<file path="src/rtl/cache_mem_arbiter.sv">
// Shared main-memory arbiter for the I-cache and D-cache fill engines: 8-word burst fills and write-through stores.
// Optional macro ARB_ROUND_ROBIN_EN swaps fixed D-over-I priority for alternating tie-break.
module cache_mem_arbiter #(
  parameter int BLOCK_WORDS = 8
) (
  input  logic        clk,
  input  logic        rst_n,
  input  logic        icache_req,
  input  logic [15:0] icache_addr,
  input  logic        dcache_req,
  input  logic        dcache_wr,
  input  logic [15:0] dcache_addr,
  input  logic [15:0] dcache_wdata,
  input  logic [15:0] mem_data_out,
  input  logic        mem_data_valid,
  output logic        mem_en,
  output logic        mem_wr,
  output logic [15:0] mem_addr,
  output logic [15:0] mem_wdata,
  output logic [15:0] fill_data,
  output logic [15:0] fill_addr,
  output logic        icache_fill_valid,
  output logic        dcache_fill_valid,
  output logic        icache_done,
  output logic        dcache_done,
  output logic        icache_grant,
  output logic        dcache_grant
);
  localparam int CW = $clog2(BLOCK_WORDS);
  localparam logic [CW:0] CNT_MAX  = (CW+1)'(BLOCK_WORDS);
  localparam logic [CW:0] CNT_LAST = CNT_MAX - 1'b1;

  typedef enum logic [1:0] {IDLE, I_FILL, D_FILL, D_WRITE} state_t;

  state_t      state, state_nxt;
  logic [11:0] base;
  logic [CW:0] issue_cnt, ret_cnt;
  logic        fill_st, issuing, returning, pick_d;
  logic        unused_addr_lsb;

  assign unused_addr_lsb = ^icache_addr[3:0];

`ifdef ARB_ROUND_ROBIN_EN
  // 1 = D side completed the most recent transaction
  logic last_grant;

  always_ff @(posedge clk or negedge rst_n) begin
    if (!rst_n)           last_grant <= 1'b0;
    else if (icache_done) last_grant <= 1'b0;
    else if (dcache_done) last_grant <= 1'b1;
  end

  assign pick_d = dcache_req & (~icache_req | ~last_grant);
`else
  assign pick_d = dcache_req;
`endif

  assign fill_st   = (state == I_FILL) || (state == D_FILL);
  assign issuing   = fill_st && (issue_cnt < CNT_MAX);
  assign returning = fill_st && mem_data_valid && (ret_cnt < CNT_MAX);

  assign icache_grant = (state == I_FILL);
  assign dcache_grant = (state == D_FILL) || (state == D_WRITE);
  assign fill_data    = (icache_fill_valid | dcache_fill_valid) ? mem_data_out : 16'h0;

  always_comb begin
    state_nxt         = state;
    mem_en            = 1'b0;
    mem_wr            = 1'b0;
    mem_addr          = 16'h0;
    mem_wdata         = 16'h0;
    fill_addr         = 16'h0;
    icache_fill_valid = 1'b0;
    dcache_fill_valid = 1'b0;
    icache_done       = 1'b0;
    dcache_done       = 1'b0;
    case (state)
      IDLE: begin
        if (pick_d)          state_nxt = dcache_wr ? D_WRITE : D_FILL;
        else if (icache_req) state_nxt = I_FILL;
      end
      I_FILL, D_FILL: begin
        if (issuing) begin
          mem_en   = 1'b1;
          mem_addr = {base, issue_cnt[CW-1:0], 1'b0};
        end
        if (returning) begin
          fill_addr = {base, ret_cnt[CW-1:0], 1'b0};
          if (state == I_FILL) icache_fill_valid = 1'b1;
          else                 dcache_fill_valid = 1'b1;
          if (ret_cnt == CNT_LAST) begin
            if (state == I_FILL) icache_done = 1'b1;
            else                 dcache_done = 1'b1;
            state_nxt = IDLE;
          end
        end
      end
      D_WRITE: begin
        mem_en      = 1'b1;
        mem_wr      = 1'b1;
        mem_addr    = dcache_addr;
        mem_wdata   = dcache_wdata;
        dcache_done = 1'b1;
        state_nxt   = IDLE;
      end
      default: state_nxt = IDLE;
    endcase
  end

  always_ff @(posedge clk or negedge rst_n) begin
    if (!rst_n) begin
      state     <= IDLE;
      base      <= 12'h0;
      issue_cnt <= '0;
      ret_cnt   <= '0;
    end else begin
      state <= state_nxt;
      if (state == IDLE) begin
        issue_cnt <= '0;
        ret_cnt   <= '0;
        if (state_nxt == I_FILL)      base <= icache_addr[15:4];
        else if (state_nxt == D_FILL) base <= dcache_addr[15:4];
      end else begin
        if (issuing)   issue_cnt <= issue_cnt + 1'b1;
        if (returning) ret_cnt   <= ret_cnt + 1'b1;
      end
    end
  end
endmodule

</file>
<file path="config.mk">
export PLATFORM = sky130hd
export DESIGN_NAME = cache_mem_arbiter
export DESIGN_NICKNAME = d
export VERILOG_FILES = /design/src/rtl/cache_mem_arbiter.sv
export SDC_FILE = /design/constraint.sdc
export NUM_CORES = 1
export LEC_CHECK = 0
export CAP_MARGIN = 20
export CELL_PAD_IN_SITES_DETAIL_PLACEMENT = 0
export CELL_PAD_IN_SITES_GLOBAL_PLACEMENT = 2
export CORE_ASPECT_RATIO = 0.7
export CORE_MARGIN = 2
export CORE_UTILIZATION = 15
export DETAILED_ROUTE_END_ITERATION = 7
export PLACE_DENSITY = 0.88
export SLEW_MARGIN = 20
export SYNTH_ARGS = -nofsm -noshare
export SYNTH_HDL_FRONTEND = slang
export SYNTH_SLANG_ARGS = --single-unit
</file>
<file path="constraint.sdc">
create_clock -name clk -period 2.3 [get_ports clk]
set_clock_uncertainty 0.05 [all_clocks]
set_input_delay 0.46 -clock clk [delete_from_list [all_inputs] [get_ports clk]]
set_output_delay 0.46 -clock clk [all_outputs]
set_load 0.01 [all_outputs]
</file>
Run 1, cell outlines without signal wires:
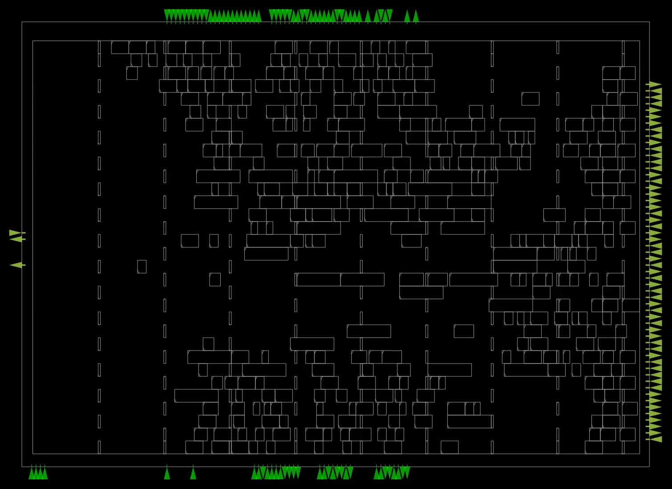
flop share of the area: 15.8%
fin util: 31.3%

Run 1, pin placement:
Drawn at 4 px/micron. Pins as bars across the die edge, other pins in gray.
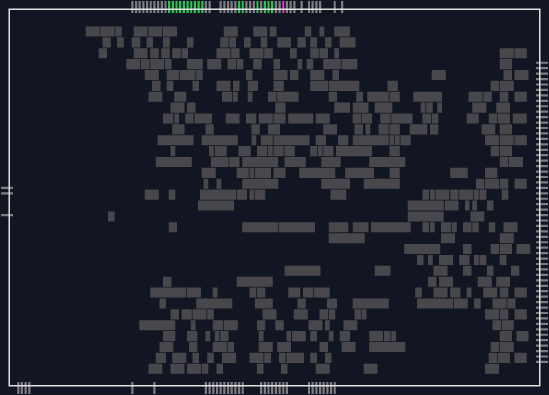
legend:
  green:
    port: `fill_data`
    pins: 16
    direction: output
    edge: north
  magenta:
    port: `icache_done`
    pins: 1
    direction: output
    edge: north
all pins by edge: 56 east, 50 north, 33 south, 3 west
Vert. Die Dim: 93.8 microns
chip width: 132 microns
number of port buffers: 136

==> results.toml, run 1 <==
# physical design summary
[yosys]
ys_chip_area_sq_um = 1730
synthesis.nets = 285
synth.logic.top_family = "simple AND/OR/NAND/NOR gates"
ys.flop_type = "dfrtp_1"
synth_area_sq_um = 1730
ys_cells = 207
yosysTopAreaCellShare_pct = 31.9
largest_area_cell = "dfrtp_1"
yosysSeqAreaShare_pct = 31.9
synthTopCellsByCount = "51 x and2_1, 27 x nor2_1, 22 x dfrtp_1"
yosys_warnings = 0
yosysUniqueCellTypes = 32
avgSynthCellArea_sq_um = 8.34
synth-xor-area-share_pct = 2.03
top_cell = "and2_1"
syn-instance-count = 207
synth-edff-count = 0
synth_flops = 22
ys_sh_adder_pct = 5.80
area_leaders = "dfrtp_1 32%, and2_1 18%, mux2i_1 8.1%"
synthAoiAreaFrac_pct = 12.5
mux_share_pct = 8.12

[clock_tree]
cts_buffers = 3
holdBufCountCts = 0
clkTransAtPathRegs_ps = 60
root_buffer = "clkbuf_16"
numClockSinks = 22
cts_htree_levels = 1
insertion_delay_ps = 250
clockBufferDepth = 2

[placed_design]
gp_congestion = 0.692
hpwl_mm = 5.16
place_ws_ps = -359
place_area_sq_um = 3400
dp_cells = 501

[pwr]
switchingPower_uw = 1650
powerSeq_uw = 657
seqPwrFrac_pct = 16.5
p_comb_uw = 2920
p_clk_share_pct = 10.2
p_sw_share_pct = 41.5
ir_drop_mv = 0.458
power_density_nw_per_um2 = 1140
p_comb_share_pct = 73.3
pg_clk_uw = 408
p_int_uw = 2330
power_uw = 3990

[layout]
comb_area_sq_um = 1180
reg.largest.list = "base (12), issue_cnt (4), ret_cnt (4)"
clockNetworkAreaShare_pct = 2.55
largest_reg_flops = 12
final_layout_top_logic_cells = "66 x clkdlybuf4s50_1, 49 x and2_1, 36 x buf_2"
dominant_cells = "buffers"
regArea_sq_um = 551
syn_to_final_growth_pct = 102
final_design_area_no_fill_sq_um = 3480
stdcell_count = 518
buffer_area_share_pct = 42.1
flops = 22
layout_top_cell = "clkdlybuf4s50_1"
n_antenna_cell = 0
drive_above_1_share_pct = 32.1
nNonClkBuffers = 171
inverters_excl_clock = 3
clkbuf_count = 4
fill_cells = 1239
top_register = "base"
comb_cells = 165
comb_share_pct = 33.8

[routing]
drc = 0
dr.pass1.iters = 4
viasPerCell = 3.94
drt_iter0_drc = 34
final_antenna_net_count = 0

[grt]
grt_pass1_vias = 2041
grt_max_degree = 25
antenna_found_initial = 0
grt_overflow = 0
grt_pass1_wl_mm = 10.7

[die]
chipArea_sq_um = 12400
tap_cells = 153
rows = 32
coreArea_sq_um = 11100
initial_utilization_pct = 15.5
ios = 142

[timing]
post-route-min-period_ps = 2300
fin_setup_tns_ps = 0
rsz0062_at_grt = "yes"
final_hold_viol_count = 0
setup_viol = 0
hold_ws_ps = 452
finalCritPeriodShare_pct = 99.8
fmax_mhz = 436
drv_slew = 0
setup_slack_ps = 4.27

[job]
warning_count = 36
maxCapViolations = 0

[critical_path]
critPathArrivalTime_ps = 2380
crit_top_cell = "ha_4"
crit_buf_inv = 3
critPathKind = "reg -> reg"
path_cells = "inv_2, ha_4, and3b_2, nand3_4, a32o_2, ha_4, nand2b_4, buf_6, buf_12, nand2_2, o21ai_1"
r2r_end = "base[7]"
reg2regPathDepth = 11
critical_path.top_delay_family = "simple AND/OR/NAND/NOR gates"
crit-reg2reg-launch = "state[1]"
critPathRequiredTime_ps = 2390
critPathCaptureType = "register"
crit_path_max_incr_delay_ps = 370
cp_max_fo = 6
rrSetupSlack_ps = 4
crit_slowest_cell = "dfrtp_1"

[min_path]
worstHoldPathType = "reg -> reg"
holdPathStages = 2
min_from = "base[5]"
holdPathEnd = "base[5]"

[outcome]
status = "complete, no violations"
Run 1, wiring by layer:
Drawn at 3 px/micron. Only two layers are drawn.
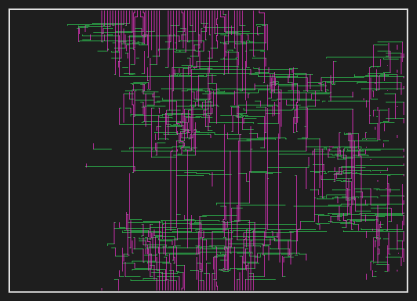
legend:
  green:
    layer: met1
    wire_length: 3,140 microns
  magenta:
    layer: met2
    wire_length: 3,200 microns
detailed-route wire length per cell: 13.2 microns
DR vias: 2,041
Routed WL: 6.82 mm
total global-route track usage: 10.6%

Run 1, close-up of the layout:
Region (46, 27) to (86, 67) microns. Cells in gray, sequential cells in the stronger gray; small squares are vias.
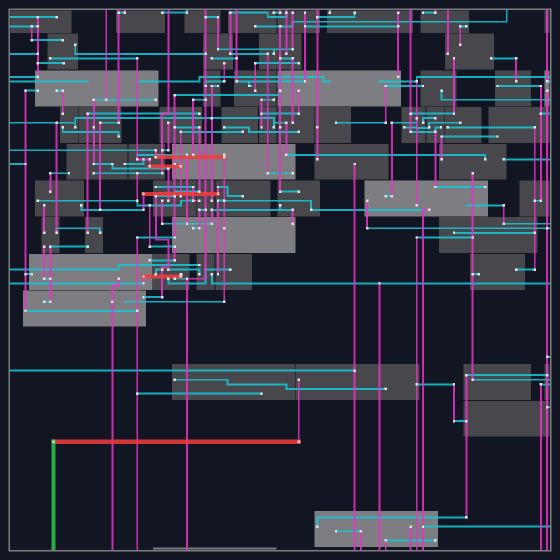
legend:
  red:
    layer: met3
  magenta:
    layer: met2
  green:
    layer: met4
  cyan:
    layer: met1
cells with their middle in the window: 53
netlist names of flops here include: `issue_cnt` (4), `base` (2), `ret_cnt` (2)
most frequent: dfrtp_1 (8), buf_4 (8), nor2_1 (7)
sequential cells in the window: 8

-- run 1: what timing repair did --
item / in CTS / in global routing
resized: 216 / 49
buffers inserted: 11 / 3
gates cloned: 3 / 0
endpoints found under the setup margin: 81 / 55
pin swaps: 5 / 3
-- run 1: metal layers --
metal	global-route usage [%]	wire length, microns
met4	1.79	34
met3	2.97	443
met1	14.0	3140
met5	0	0
met2	17.6	3200
-- run 1: worst max path at each step --
stage	from	cells after the start	end
final	state[1]	11	base[7]
after global routing	state[1]	11	base[5]
after CTS	state[1]	6	fill_addr[15]
after detailed placement	mem_data_valid	5	fill_addr[15]
after global placement	mem_data_valid	5	fill_addr[15]
after floorplan	state[1]	11	base[2]
==> run 2, diff against run 1 <==
Settings changed: CORE_UTILIZATION 15 to 17, PLACE_DENSITY 0.88 to 0.93.
Clock period 2.3 ns to 2.97 ns, I/O delays scaled along.
Run 2, wiring by layer:
Drawn at 3 px/micron. Only two layers are drawn.
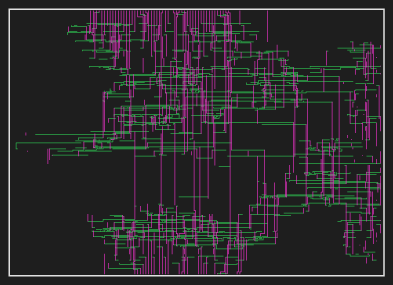
legend:
  magenta:
    layer: met2
    wire_length: 3,040 microns
  green:
    layer: met1
    wire_length: 3,000 microns
total global-route track usage: 11.4%
Routed WL: 6.45 mm

==> run 2 against run 1 <==
  * Global-route usage grew 0.76 points
  * Combinational power shrank 34%
  * Sequential power down 25%
  * Sequential cell count stayed put
  * Register-to-register slack better by 260 ps
  * First-iteration DRC count rose by 97%
  * Core utilization rose by 3.4 points
  * Wire length down 5.3%
  * Count of clock-buffer cells in the layout fell by 1
  * Worst setup slack better by 110 ps
  * Highest routed layer unchanged
==> results.toml, run 2 <==
# physical design summary
[layout]
syn_to_final_growth_pct = 96.7
drive_above_1_share_pct = 6.67
largest_reg_flops = 12
top_register = "base"
final_design_area_no_fill_sq_um = 3400
n_antenna_cell = 0
stdcell_count = 473

[yosys]
synthTopCellsByCount = "51 x and2_1, 27 x nor2_1, 22 x dfrtp_1"
largest_area_cell = "dfrtp_1"
yosys_warnings = 0
synth_flops = 22
synth_area_sq_um = 1730
syn-instance-count = 207
yosysTopAreaCellShare_pct = 31.9

[grt]
use_met3_pct = 3.26
use_met2_pct = 19.0
grt_pass1_wl_mm = 10.0
antenna_found_initial = 0

[timing]
drv_slew = 0
hold_ws_ps = 452
fmax_mhz = 350

[critical_path]
reg2regPathDepth = 9
critPathKind = "in -> out"
rrSetupSlack_ps = 260
crit_slowest_cell = "clkdlybuf4s50_1"
critPathArrivalTime_ps = 2210
crit_top_cell = "clkdlybuf4s50_1"
crit_buf_inv = 3
path_cells = "clkdlybuf4s50_1, and3b_2, buf_8, and2_1, clkdlybuf4s50_1"
path_depth = 5
critPathRequiredTime_ps = 2330
critPathCaptureType = "output port"
critical_path.top_delay_family = "buffers and inverters"

[routing]
drc = 0
wl_met2_mm = 3.04
wire_per_inst_microns = 13.6
vias = 1927
top_layer_used = "met4"
dr.pass1.iters = 4

[clock_tree]
insertion_delay_ps = 260
numClockSinks = 22
clkTransAtPathRegs_ps = 60

[pwr]
p_sw_share_pct = 39.9
switchingPower_uw = 1120
powerSeq_uw = 495
power_uw = 2800
p_comb_share_pct = 68.8
p_int_uw = 1680
power_density_nw_per_um2 = 826
p_comb_uw = 1930

[die]
chipArea_sq_um = 11000
initial_utilization_pct = 17.6
rows = 30

[placed_design]
hpwl_mm = 5.11
place_area_sq_um = 3250
port_buffers = 136
gp_congestion = 0.734
dp_cells = 467

[outcome]
status = "complete, no violations"

[min_path]
min_from = "base[10]"
worstHoldPathType = "reg -> reg"
run 2: cell counts after synthesis:
Identical to the previous run, type by type.
run 2: layout make-up:
cell class | instances | area, sq um
fill | 964 | 6400
timing repair buffer | 151 | 1490
multi-input combinational | 165 | 1080
sequential | 22 | 551
tap | 128 | 160
clock buffer | 3 | 75.1
clock inverter | 1 | 30.0
inverter | 3 | 11.3
run 2: kinds of logic (layout without fill, tap and decap cells):
logic type | after synthesis | in the layout | share of synthesized area (%)
other | 1 | 1 | 0.217
XOR/XNOR | 4 | 4 | 2.03
AND/OR/NAND/NOR | 105 | 105 | 33.3
AND-OR/OR-AND | 33 | 33 | 12.5
adder cells (fa/ha/maj) | 8 | 8 | 5.80
multiplexers | 14 | 14 | 8.12
flip-flops | 22 | 22 | 31.9
buffers and inverters | 20 | 158 | 6.23
No activity file was given, so power comes from the tool's default toggle rates.
